Run 1, clock distribution:
The bar under the picture is 20 um long.
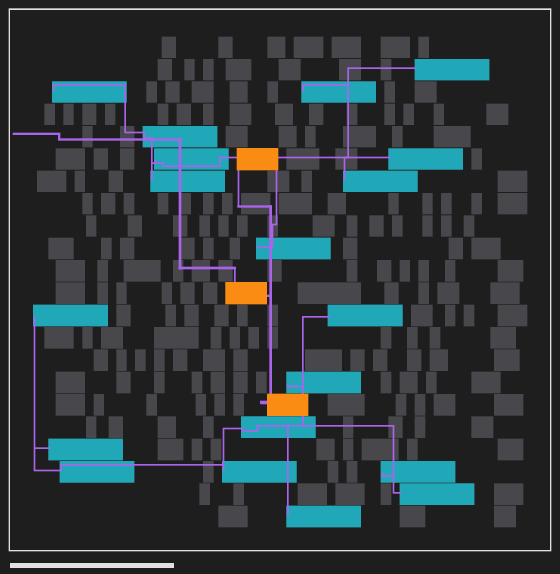
Run 1, logic cells by family:
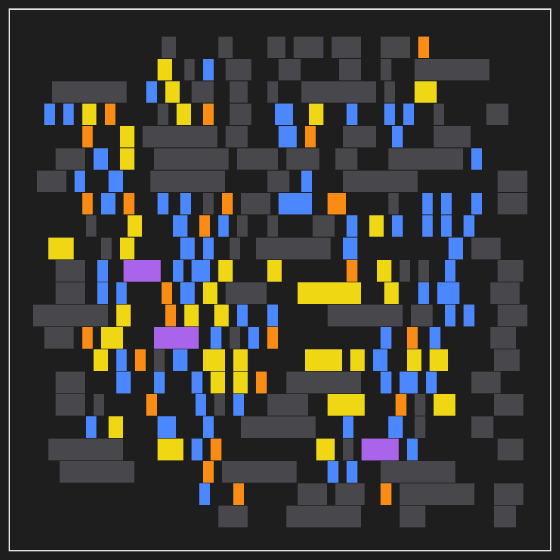
Run 1, sizing map:
The bar under the picture is 20 um long.
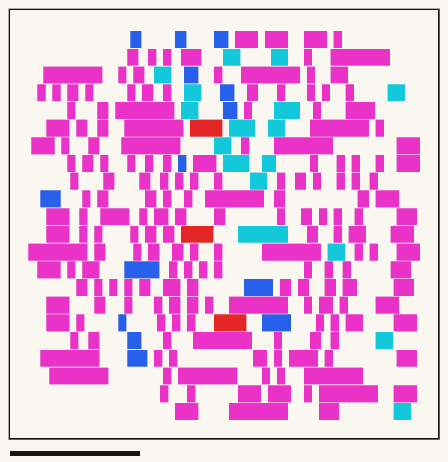
==> src/rtl/counter_seq_pkg.sv <==
`default_nettype none
// ============================================================================
//  Module      : counter_seq_pkg
//  Description : Shared types and constants for the counter_seq sequencer.
//                Provides the sequencer state encoding and the default
//                counter width used by counter_seq and counter_core.
//  Ports       : none (package)
//  Revision    : 1.0 - initial release
// ============================================================================
package counter_seq_pkg;

    // Default width of the counter, the command fields and the
    // remaining-steps register.
    localparam int WIDTH_DEFAULT = 8;

    // Sequencer states, explicitly 2 bits wide.
    typedef enum logic [1:0] {
        ST_IDLE = 2'd0,
        ST_RUN  = 2'd1,
        ST_DONE = 2'd2
    } state_t;

endpackage : counter_seq_pkg
`default_nettype wire

==> src/rtl/counter_core.sv <==
`default_nettype none
// ============================================================================
//  Module      : counter_core
//  Description : WIDTH-bit wrapping up-counter with synchronous load and
//                count enable. Load has priority over enable.
//  Ports       : clk      - clock, rising edge
//                rst      - asynchronous active-low reset (count -> 0)
//                load     - load load_val into the counter
//                load_val - value to load
//                en       - increment by one (mod 2^WIDTH)
//                count    - current counter value
//  Revision    : 1.0 - initial release
// ============================================================================
module counter_core
    import counter_seq_pkg::*;
#(
    parameter int WIDTH = WIDTH_DEFAULT
) (
    input  logic             clk,
    input  logic             rst,
    input  logic             load,
    input  logic [WIDTH-1:0] load_val,
    input  logic             en,
    output logic [WIDTH-1:0] count
);

    localparam logic [WIDTH-1:0] C_ONE = {{(WIDTH-1){1'b0}}, 1'b1};

    always_ff @(posedge clk or negedge rst) begin
        if (!rst) begin
            count <= '0;
        end else if (load) begin
            count <= load_val;
        end else if (en) begin
            // Unsigned add; the carry out is dropped so the value wraps.
            count <= count + C_ONE;
        end
    end

endmodule : counter_core
`default_nettype wire

==> src/rtl/counter_seq.sv <==
`default_nettype none
// ============================================================================
//  Module      : counter_seq
//  Description : Command-driven sequencer for a wrapping up-counter. A
//                (start, length) command is accepted over a valid/ready
//                handshake in IDLE; the counter is loaded with start and
//                then stepped exactly length times, after which done pulses
//                for one cycle. A running sequence can be cut short with
//                abort, which is reported through aborted alongside done.
//
//  Build option: COUNTER_SEQ_RELOAD_EN
//                When defined, adds input cmd_repeat. A command accepted
//                with cmd_repeat=1 reloads its start/length in DONE and
//                runs again indefinitely until aborted.
//
//  Ports       : clk        - clock, rising edge
//                rst        - asynchronous active-low reset
//                cmd_valid  - command present
//                cmd_ready  - command can be accepted (IDLE only)
//                cmd_start  - counter load value
//                cmd_len    - number of increments (0 legal)
//                cmd_repeat - (COUNTER_SEQ_RELOAD_EN only) repeat command
//                abort      - terminate a running sequence
//                count      - counter value
//                busy       - state is not IDLE
//                done       - one-cycle end-of-sequence pulse
//                aborted    - valid with done; sequence ended by abort
//  Revision    : 1.0 - initial release
// ============================================================================
module counter_seq
    import counter_seq_pkg::*;
#(
    parameter int WIDTH = WIDTH_DEFAULT
) (
    input  logic             clk,
    input  logic             rst,
    input  logic             cmd_valid,
    output logic             cmd_ready,
    input  logic [WIDTH-1:0] cmd_start,
    input  logic [WIDTH-1:0] cmd_len,
`ifdef COUNTER_SEQ_RELOAD_EN
    input  logic             cmd_repeat,
`endif
    input  logic             abort,
    output logic [WIDTH-1:0] count,
    output logic             busy,
    output logic             done,
    output logic             aborted
);

    localparam logic [WIDTH-1:0] C_ONE = {{(WIDTH-1){1'b0}}, 1'b1};

    state_t           state;
    state_t           state_next;
    logic [WIDTH-1:0] rem;
    logic [WIDTH-1:0] rem_next;
    logic             aborted_next;
    logic             load;
    logic [WIDTH-1:0] load_val;
    logic             en;

`ifdef COUNTER_SEQ_RELOAD_EN
    // Copy of the accepted command, replayed on every repeat.
    logic             rpt;
    logic             rpt_next;
    logic [WIDTH-1:0] start_q;
    logic [WIDTH-1:0] start_q_next;
    logic [WIDTH-1:0] len_q;
    logic [WIDTH-1:0] len_q_next;
`endif

    // ------------------------------------------------------------------
    // Counter datapath
    // ------------------------------------------------------------------
    counter_core #(
        .WIDTH    (WIDTH)
    ) u_core (
        .clk      (clk),
        .rst      (rst),
        .load     (load),
        .load_val (load_val),
        .en       (en),
        .count    (count)
    );

    // ------------------------------------------------------------------
    // State and control registers
    // ------------------------------------------------------------------
    always_ff @(posedge clk or negedge rst) begin
        if (!rst) begin
            state   <= ST_IDLE;
            rem     <= '0;
            aborted <= 1'b0;
`ifdef COUNTER_SEQ_RELOAD_EN
            rpt     <= 1'b0;
            start_q <= '0;
            len_q   <= '0;
`endif
        end else begin
            state   <= state_next;
            rem     <= rem_next;
            aborted <= aborted_next;
`ifdef COUNTER_SEQ_RELOAD_EN
            rpt     <= rpt_next;
            start_q <= start_q_next;
            len_q   <= len_q_next;
`endif
        end
    end

    // ------------------------------------------------------------------
    // Next-state and datapath control
    // ------------------------------------------------------------------
    always_comb begin
        state_next   = state;
        rem_next     = rem;
        aborted_next = aborted;
        load         = 1'b0;
        load_val     = cmd_start;
        en           = 1'b0;
`ifdef COUNTER_SEQ_RELOAD_EN
        rpt_next     = rpt;
        start_q_next = start_q;
        len_q_next   = len_q;
`endif

        case (state)
            ST_IDLE: begin
                // cmd_ready is high throughout IDLE, so valid alone accepts.
                if (cmd_valid) begin
                    load         = 1'b1;
                    load_val     = cmd_start;
                    rem_next     = cmd_len;
                    aborted_next = 1'b0;
                    state_next   = (cmd_len != '0) ? ST_RUN : ST_DONE;
`ifdef COUNTER_SEQ_RELOAD_EN
                    rpt_next     = cmd_repeat;
                    start_q_next = cmd_start;
                    len_q_next   = cmd_len;
`endif
                end
            end

            ST_RUN: begin
                // Abort wins over the final increment: the count is frozen.
                if (abort) begin
                    aborted_next = 1'b1;
                    state_next   = ST_DONE;
`ifdef COUNTER_SEQ_RELOAD_EN
                    rpt_next     = 1'b0;
`endif
                end else begin
                    en       = 1'b1;
                    rem_next = rem - C_ONE;
                    if (rem == C_ONE) begin
                        state_next = ST_DONE;
                    end
                end
            end

            ST_DONE: begin
                state_next = ST_IDLE;
`ifdef COUNTER_SEQ_RELOAD_EN
                // Repeat: done still pulses this cycle while the command is
                // replayed on the same edge.
                if (rpt && !aborted) begin
                    load       = 1'b1;
                    load_val   = start_q;
                    rem_next   = len_q;
                    state_next = (len_q != '0) ? ST_RUN : ST_DONE;
                end
`endif
            end

            default: begin
                state_next = ST_IDLE;
            end
        endcase
    end

    // ------------------------------------------------------------------
    // Status outputs, decoded from state only
    // ------------------------------------------------------------------
    assign cmd_ready = (state == ST_IDLE);
    assign busy      = (state != ST_IDLE);
    assign done      = (state == ST_DONE);

endmodule : counter_seq
`default_nettype wire

==> config.mk <==
export PLATFORM = sky130hd
export DESIGN_NAME = counter_seq
export DESIGN_NICKNAME = d
export VERILOG_FILES = /design/src/rtl/counter_seq_pkg.sv /design/src/rtl/counter_core.sv /design/src/rtl/counter_seq.sv
export SDC_FILE = /design/constraint.sdc
export NUM_CORES = 1
export LEC_CHECK = 0
export ABC_AREA = 1
export ABC_CLOCK_PERIOD_IN_PS = 1500
export CELL_PAD_IN_SITES_DETAIL_PLACEMENT = 1
export CELL_PAD_IN_SITES_GLOBAL_PLACEMENT = 1
export CORE_MARGIN = 2
export CORE_UTILIZATION = 34
export CTS_CLUSTER_DIAMETER = 80
export CTS_CLUSTER_SIZE = 12
export DETAILED_ROUTE_END_ITERATION = 8
export HOLD_SLACK_MARGIN = 0.03
export PLACE_DENSITY = 0.77
export SYNTH_ARGS = -nofsm -noshare
export SYNTH_HDL_FRONTEND = slang
export SYNTH_SLANG_ARGS = --single-unit
export TNS_END_PERCENT = 50
==> constraint.sdc <==
create_clock -name clk -period 1.5 [get_ports clk]
set_input_delay 0.3 -clock clk [delete_from_list [all_inputs] [get_ports clk]]
set_output_delay 0.3 -clock clk [all_outputs]
set_load 0.01 [all_outputs]
==> impl_metrics.env, run 1 <==
# yosys + openroad results
export IMPL_tap_cell_count=48
export IMPL_cp_end_kind="output port"
export IMPL_p_comb_w=0.00209
export IMPL_wl_met1_um=1730
export IMPL_period_needed_ps=1440
export IMPL_n_sequential_cell=19
export IMPL_largest_cell_class="logic gates"
export IMPL_synthCells=181
export IMPL_fin_nets=249
export IMPL_yosysMostFrequentCell="nand2_1"
export IMPL_die_area_um2=4320
export IMPL_synthAoiAreaFrac_pct=17.9
export IMPL_htree_levels=1
export IMPL_coreArea_um2=3660
export IMPL_busiest_layer="met2"
export IMPL_p_seq_share_pct=28.7
export IMPL_numCtsBuffers=3
export IMPL_hpwl_um=2890
export IMPL_syn_area_um2=1300
export IMPL_setup_viol=0
export IMPL_p_comb_share_pct=60.7
export IMPL_p_switching_w=0.00163
export IMPL_finalMaxSlewViolations=0
export IMPL_power_share_clock_pct=10.6
export IMPL_seq_power_w=0.000988
export IMPL_grt_max_degree=20
export IMPL_clkTransAtPathRegs_ps=70
export IMPL_worstSetupStartpointType="register"
export IMPL_nMultiInputCombCells=135
export IMPL_grt_use_met3_pct=1.54
export IMPL_route_vias_total=1375
export IMPL_yosysTopAreaCell="dfrtp_1"
export IMPL_route_met3_wl_um=134
export IMPL_critPathTopFamily="buffers and inverters"
export IMPL_swShare_pct=47.3
export IMPL_status="finished clean"
export IMPL_crit_cells=1
export IMPL_ff2ff_path_depth=6
export IMPL_critPathMaxFanout=2
export IMPL_grt_pass1_vias=1457
export IMPL_routabilityCongestion=0.883
export IMPL_comb_area_um2=691
export IMPL_fmax_mhz=693
export IMPL_edf_count=0
export IMPL_first_pass_iters=4
export IMPL_power_group_top="combinational cells"
export IMPL_die_h_um=65.7
export IMPL_ys_flops=19
export IMPL_top_layer="met4"
export IMPL_crit_arrival_ps=1140
export IMPL_use_met1_pct=23.4
export IMPL_fin_hold_ws_ps=384
export IMPL_ctsHoldBuffers=0
export IMPL_crit_slowest_cell="clkdlybuf4s50_1"
export IMPL_placed_area_um2=1690
export IMPL_seqCellArea_um2=475
export IMPL_grtUsageTotal_pct=19.3
export IMPL_synthArstFlopShare_pct=100
export IMPL_first_iter_violations=43
export IMPL_r2r_slack_ps=160
export IMPL_max_cap_violations=0
export IMPL_synth_distinct_cells=27
export IMPL_path_buffers=1
export IMPL_dr_wl_met2_um=1830
export IMPL_cts_root_buf="clkbuf_8"
export IMPL_wl_per_cell_um=13.7
export IMPL_hp_class="input port to async pin"
export IMPL_antenna_found_initial=0
export IMPL_xor_area_share_pct=0
export IMPL_clkbuf_count=4
export IMPL_path_class="register to output port"
export IMPL_clock_sinks=19
-- 'clock distribution' (at the start) --
[orange] cells driving clock nets | count: 3
[purple] clock wires | length: 292 um
[cyan] flip-flops | count: 19
routed clock nets: 4
flops lie: all over the die
clock skew: 2.68 ps
Clk power: 0.000365 W
clk latency late pin: 260 ps

-- 'logic cells by family' (at the start) --
[yellow] inverting AOI/OAI gates | cells: 36
[purple] adder and majority cells | cells: 3
[orange] inverters | cells: 24
[blue] NAND gates | cells: 71
most numerous logic cell after layout: nand2_1
combinational share of cell area: 39.5%
Final Non-Filler Cells: 273

-- 'sizing map' (at the start) --
[magenta] drive 1 or less | cells: 191 | share: 85% | most used: nand2_1
[red] drive 6 and up | cells: 3 | share: 1.3% | most used: clkbuf_8
[cyan] drive 3 to 4 | cells: 17 | share: 7.6% | most used: buf_4
[blue] drive 2 | cells: 14 | share: 6.2% | most used: nand2_2
fin worst setup slack: 56.2 ps
post-route cell area: 1750 um^2
Non-CTS buffers: 43
Area Growth Syn to Fin: 34.9%

-- run 1: flip-flops by register name (all words and copies together) (netlist names) --
register	count
state	2
aborted	1
rem	8
u_core.count	8
-- run 1: worst paths after layout --
kind                                               endpoint                  from
worst min register to register          aborted$_DFFE_PN0P_   aborted$_DFFE_PN0P_
worst min-delay path            u_core.count[2]$_DFFE_PN0P_                   rst
max in group asynchronous               aborted$_DFFE_PN0P_                   rst
worst max-delay path                                aborted   aborted$_DFFE_PN0P_
worst max register to register  u_core.count[3]$_DFFE_PN0P_  state[1]$_DFFE_PN0P_
min in group clk                        aborted$_DFFE_PN0P_   aborted$_DFFE_PN0P_
-- run 1: timing repair --
action | in CTS | in global routing
gates resized | 9 | 7
endpoints found under the setup margin | 10 | 5
endpoints found under the hold margin | 0 | 0
buffers inserted | 3 | 0
-- run 1: cells in the final DEF, fill, tap and decap left out --
master,count
o211ai_1,1
nand2_1,52
dfrtp_1,19
a211oi_1,1
nand3_1,12
a21oi_1,8
nor2_1,21
nor2_2,2
o21ai_1,1
clkbuf_1,1
dlymetal6s2s_1,1
buf_4,12
a31oi_4,1
inv_2,2
ha_2,1
a22oi_1,1
clkbuf_2,2
nand2_2,3
a31oi_1,1
nor2_4,2
clkdlybuf4s50_1,22
o21bai_1,1
nand4_1,2
o22ai_1,1
o211ai_2,2
inv_1,21
clkbuf_8,3
nand2_4,1
inv_4,1
o21ai_0,16
ha_1,2
nand3b_1,1
o21ai_2,2
dlygate4sd2_1,6
-- run 1: logic make-up (layout without fill, tap and decap cells) --
kind of cell | after synthesis | after routing
buffers and inverters | 27 | 71
adder cells (fa/ha/maj) | 3 | 3
flip-flops | 19 | 19
AND-OR/OR-AND | 36 | 36
AND/OR/NAND/NOR | 96 | 96
==> run 2, diff against run 1 <==
--- a/config.mk
+++ b/config.mk
@@ -14,7 +14,6 @@
 export CTS_CLUSTER_DIAMETER = 80
 export CTS_CLUSTER_SIZE = 12
 export DETAILED_ROUTE_END_ITERATION = 8
-export HOLD_SLACK_MARGIN = 0.03
 export PLACE_DENSITY = 0.77
 export SYNTH_ARGS = -nofsm -noshare
 export SYNTH_HDL_FRONTEND = slang
Run 2, clock distribution:
The bar under the picture is 20 um long.
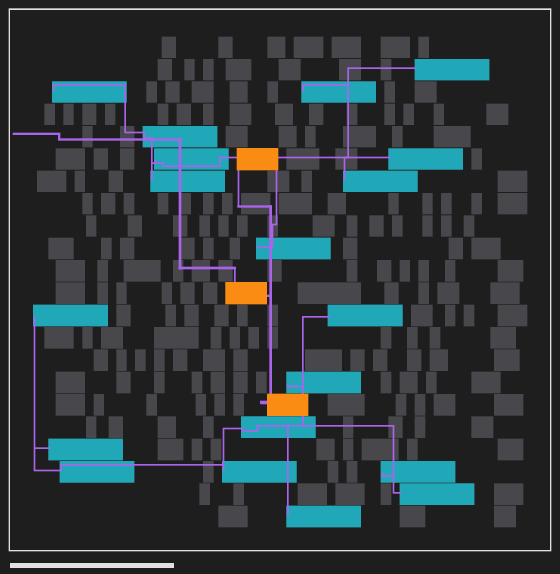
[orange] cells driving clock nets | count: 3
[cyan] flip-flops | count: 19
[purple] clock wires | length: 292 um
routed clock nets: 4
Clk pwr share: 10.6%

==> impl_metrics.env, run 2 <==
# yosys + openroad results
export IMPL_crit_cells=1
export IMPL_htree_levels=1
export IMPL_synth_distinct_cells=27
export IMPL_yosysMostFrequentCell="nand2_1"
export IMPL_die_area_um2=4320
export IMPL_path_class="register to output port"
export IMPL_cts_root_buf="clkbuf_8"
export IMPL_max_cap_violations=0
export IMPL_hold_viol=0
export IMPL_worstSetupStartpointType="register"
export IMPL_edf_count=0
export IMPL_wl_per_cell_um=13.7
export IMPL_fin_util_pct=47.8
export IMPL_fmax_mhz=693
export IMPL_synthArstFlopShare_pct=100
export IMPL_lay_top_cells="52 x nand2_1, 22 x clkdlybuf4s50_1, 21 x inv_1, 21 x nor2_1, 19 x dfrtp_1"
export IMPL_grt_pass1_vias=1457
export IMPL_hpwl_um=2890
export IMPL_fin_nets=249
export IMPL_synthMuxAreaShare_pct=0
export IMPL_grtUsageTotal_pct=19.3
export IMPL_critPathMaxFanout=2
export IMPL_path_buffers=1
export IMPL_grt_max_degree=20
export IMPL_finalMaxSlewViolations=0
export IMPL_route_vias_total=1375
export IMPL_r2r_start="state[1]$_DFFE_PN0P_"
export IMPL_crit_path_start="aborted$_DFFE_PN0P_"
export IMPL_yosysTopAreaCell="dfrtp_1"
export IMPL_status="finished clean"
export IMPL_period_needed_ps=1440
export IMPL_area_growth_pct=34.9
export IMPL_coreArea_um2=3660
export IMPL_synthAoiAreaFrac_pct=17.9
export IMPL_setup_viol=0
export IMPL_ys_flops=19
export IMPL_ff2ff_path_depth=6
export IMPL_hp_class="input port to async pin"
export IMPL_final_cell_area_um2=1750
export IMPL_p_leak_nw=0.845
export IMPL_syn_area_um2=1300
export IMPL_die_h_um=65.7
export IMPL_worstSetupEndpoint="aborted"
export IMPL_comb_area_um2=691
export IMPL_finalClockSkew_ps=2.68
export IMPL_overflow=0
export IMPL_top_regs="rem x8, u_core.count x8, state x2"
export IMPL_layout_top_cell="nand2_1"
export IMPL_top_area_share_pct=36.7
export IMPL_clk_latency_ps=260
export IMPL_r2r_end="u_core.count[3]$_DFFE_PN0P_"
export IMPL_crit_slowest_cell="clkdlybuf4s50_1"
export IMPL_grt_pass1_wl_um=6470
export IMPL_first_iter_violations=43
export IMPL_first_pass_iters=4
export IMPL_crit_arrival_ps=1140
export IMPL_clock_sinks=19
export IMPL_cellPowerDensity_nw_per_um2=1970
export IMPL_placed_area_um2=1690
export IMPL_syn_avg_cell_area_um2=7.16
export IMPL_clkTransAtPathRegs_ps=70
export IMPL_cp_end_kind="output port"
export IMPL_r2r_slack_ps=160
export IMPL_seqCellArea_um2=475
export IMPL_synthCells=181
export IMPL_numCtsBuffers=3
export IMPL_fin_hold_ws_ps=384
export IMPL_xor_area_share_pct=0
export IMPL_critPathTopFamily="buffers and inverters"
export IMPL_antenna_found_initial=0
export IMPL_yosys_area_um2=1300
export IMPL_routabilityCongestion=0.883
run 2: final cells by class:
type                    instances  share of cell area (%)
multi-input cells             135                    39.5
flip-flops and latches         19                    27.2
repair buffers                 43                    22.0
inverters                      24                    5.29
well taps                      48                    3.43
clock buffers                   4                    2.58
run 2: cells by family (layout without fill, tap and decap cells):
group	Yosys count	after routing
and+or+nand+nor	96	96
AOI/OAI and AO/OA	36	36
buffers and inverters	27	71
DFF	19	19
adders and majority gates	3	3
run 2: metrics by stage:
stage	setup slack, ps	std cells
global placement	-56.2	266
detailed placement	-89.3	266
CTS	6.12	273
floorplan	226	181
global route	15.2	273
finish	56.2	273
run 2: repair_timing:
action | in CTS | in global routing
buffers inserted | 3 | 0
hold buffers | 0 | 0
endpoints found under the setup margin | 10 | 5
endpoints found under the hold margin | 0 | 0
resized | 9 | 7
run 2: per-layer routing:
metal | wire [um] | GRT usage, %
met4 | 39 | 5.47
met1 | 1730 | 23.4
met5 | 0 | 0
met3 | 134 | 1.54
met2 | 1830 | 36.2
run 2: report_power, final:
part	leakage, nW	internal, W	switching (W)
logic	0.600	0.000862	0.00123
clock network	0.0228	0.000189	0.000176
registers	0.223	0.000764	0.000224
total	0.845	0.00182	0.00163
run 2: worst min-delay path by stage:
stage	slack, ps	from	end
global route	410	rst	u_core.count[2]$_DFFE_PN0P_
finish	380	rst	u_core.count[2]$_DFFE_PN0P_
global placement	480	aborted$_DFFE_PN0P_	aborted$_DFFE_PN0P_
floorplan	4	rst	aborted$_DFFE_PN0P_
CTS	390	rst	u_core.count[2]$_DFFE_PN0P_
detailed placement	480	aborted$_DFFE_PN0P_	aborted$_DFFE_PN0P_
==> run 3, diff against run 2 <==
--- a/config.mk
+++ b/config.mk
@@ -14,6 +14,7 @@
 export CTS_CLUSTER_DIAMETER = 80
 export CTS_CLUSTER_SIZE = 12
 export DETAILED_ROUTE_END_ITERATION = 8
+export HOLD_SLACK_MARGIN = 0.1
 export PLACE_DENSITY = 0.77
 export SYNTH_ARGS = -nofsm -noshare
 export SYNTH_HDL_FRONTEND = slang
Run 3, clock distribution:
The bar under the picture is 20 um long.
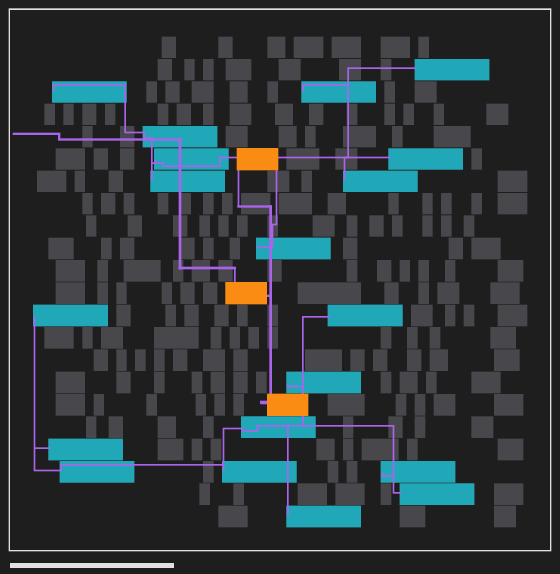
[cyan] flip-flops | count: 19
[purple] clock wires | length: 292 um
[orange] cells driving clock nets | count: 3
flops lie: all over the die

==> impl_metrics.env, run 3 <==
# yosys + openroad results
export IMPL_synth_distinct_cells=27
export IMPL_p_int_w=0.00182
export IMPL_seq_power_w=0.000988
export IMPL_p_seq_share_pct=28.7
export IMPL_edf_count=0
export IMPL_cellPowerDensity_nw_per_um2=1970
export IMPL_cp_end_kind="output port"
export IMPL_r2r_start="state[1]$_DFFE_PN0P_"
export IMPL_hpwl_um=2890
export IMPL_swShare_pct=47.3
export IMPL_fin_nets=249
export IMPL_p_leak_nw=0.845
export IMPL_first_iter_violations=43
export IMPL_clock_sinks=19
export IMPL_status="finished clean"
export IMPL_placed_area_um2=1690
export IMPL_htree_levels=1
export IMPL_yosys_area_um2=1300
export IMPL_grt_max_degree=20
export IMPL_layout_top_cell="nand2_1"
export IMPL_grt_pass1_vias=1457
export IMPL_setup_slack_ps=56.2
export IMPL_finalMaxSlewViolations=0
export IMPL_path_class="register to output port"
export IMPL_grt_use_met3_pct=1.54
export IMPL_syn_area_um2=1300
export IMPL_syn_avg_cell_area_um2=7.16
export IMPL_antenna_found_initial=0
export IMPL_power_share_clock_pct=10.6
export IMPL_yosysTopAreaCell="dfrtp_1"
export IMPL_r2r_end="u_core.count[3]$_DFFE_PN0P_"
export IMPL_synthArstFlopShare_pct=100
export IMPL_worstSetupEndpoint="aborted"
export IMPL_ff2ff_path_depth=6
export IMPL_clk_latency_ps=260
export IMPL_die_h_um=65.7
export IMPL_r2r_slack_ps=160
export IMPL_crit_path_start="aborted$_DFFE_PN0P_"
export IMPL_wl_met1_um=1730
export IMPL_period_needed_ps=1440
export IMPL_lay_top_cells="52 x nand2_1, 22 x clkdlybuf4s50_1, 21 x inv_1, 21 x nor2_1, 19 x dfrtp_1"
export IMPL_hold_viol=0
export IMPL_worstSetupStartpointType="register"
export IMPL_crit_slowest_cell="clkdlybuf4s50_1"
export IMPL_grt_pass1_wl_um=6470
export IMPL_synthCells=181
export IMPL_fin_util_pct=47.8
export IMPL_p_comb_share_pct=60.7
export IMPL_power_group_top="combinational cells"
export IMPL_p_comb_w=0.00209
export IMPL_crit_arrival_ps=1140
export IMPL_top_layer="met4"
export IMPL_dr_wl_met2_um=1830
-- run 3: cell counts in the layout (fill, tap and decap cells not counted) --
Identical to the previous run, type by type.
-- run 3: cells by family after synthesis --
logic type | share of synthesized area [%]
adders and majority gates | 2.90
buffers and inverters | 10.2
AOI/OAI and AO/OA | 17.9
DFF | 36.7
and+or+nand+nor | 32.3
-- run 3: worst min path at each step --
stage	startpoint	end	slack [ps]
global route	rst	u_core.count[2]$_DFFE_PN0P_	410
global placement	aborted$_DFFE_PN0P_	aborted$_DFFE_PN0P_	480
floorplan	rst	aborted$_DFFE_PN0P_	4
finish	rst	u_core.count[2]$_DFFE_PN0P_	380
CTS	rst	u_core.count[2]$_DFFE_PN0P_	390
detailed placement	aborted$_DFFE_PN0P_	aborted$_DFFE_PN0P_	480
-- run 3: final cells by class --
| type | count | area [um^2] | area share (%) |
|---|---|---|---|
| inverter | 24 | 92.6 | 5.29 |
| tap | 48 | 60.1 | 3.43 |
| sequential | 19 | 475 | 27.2 |
| multi-input combinational | 135 | 691 | 39.5 |
| clock buffer | 4 | 45.0 | 2.58 |
| timing repair buffer | 43 | 385 | 22.0 |
-- run 3: metrics by stage --
| step | total power [W] | hold WS (ps) | setup TNS [ps] | std cells |
|---|---|---|---|---|
| 6_report | 0.00344 | 384 | 0 | 273 |
| 5_1_grt | 0.00380 | 405 | 0 | 273 |
| 4_1_cts | 0.00346 | 394 | 0 | 273 |
| 3_5_place_dp | 0.00311 | 484 | -529 | 266 |
| 3_3_place_gp | 0.00301 | 480 | -219 | 266 |
| 2_1_floorplan | 0.00234 | 4.41 | 0 | 181 |
-- run 3: timing repair --
item	in CTS	in global routing
resized	9	7
endpoints found under the hold margin	0	0
buffers inserted	3	0
hold buffers	0	0
endpoints found under the setup margin	10	5
Power is estimated from default activity; no workload was simulated.
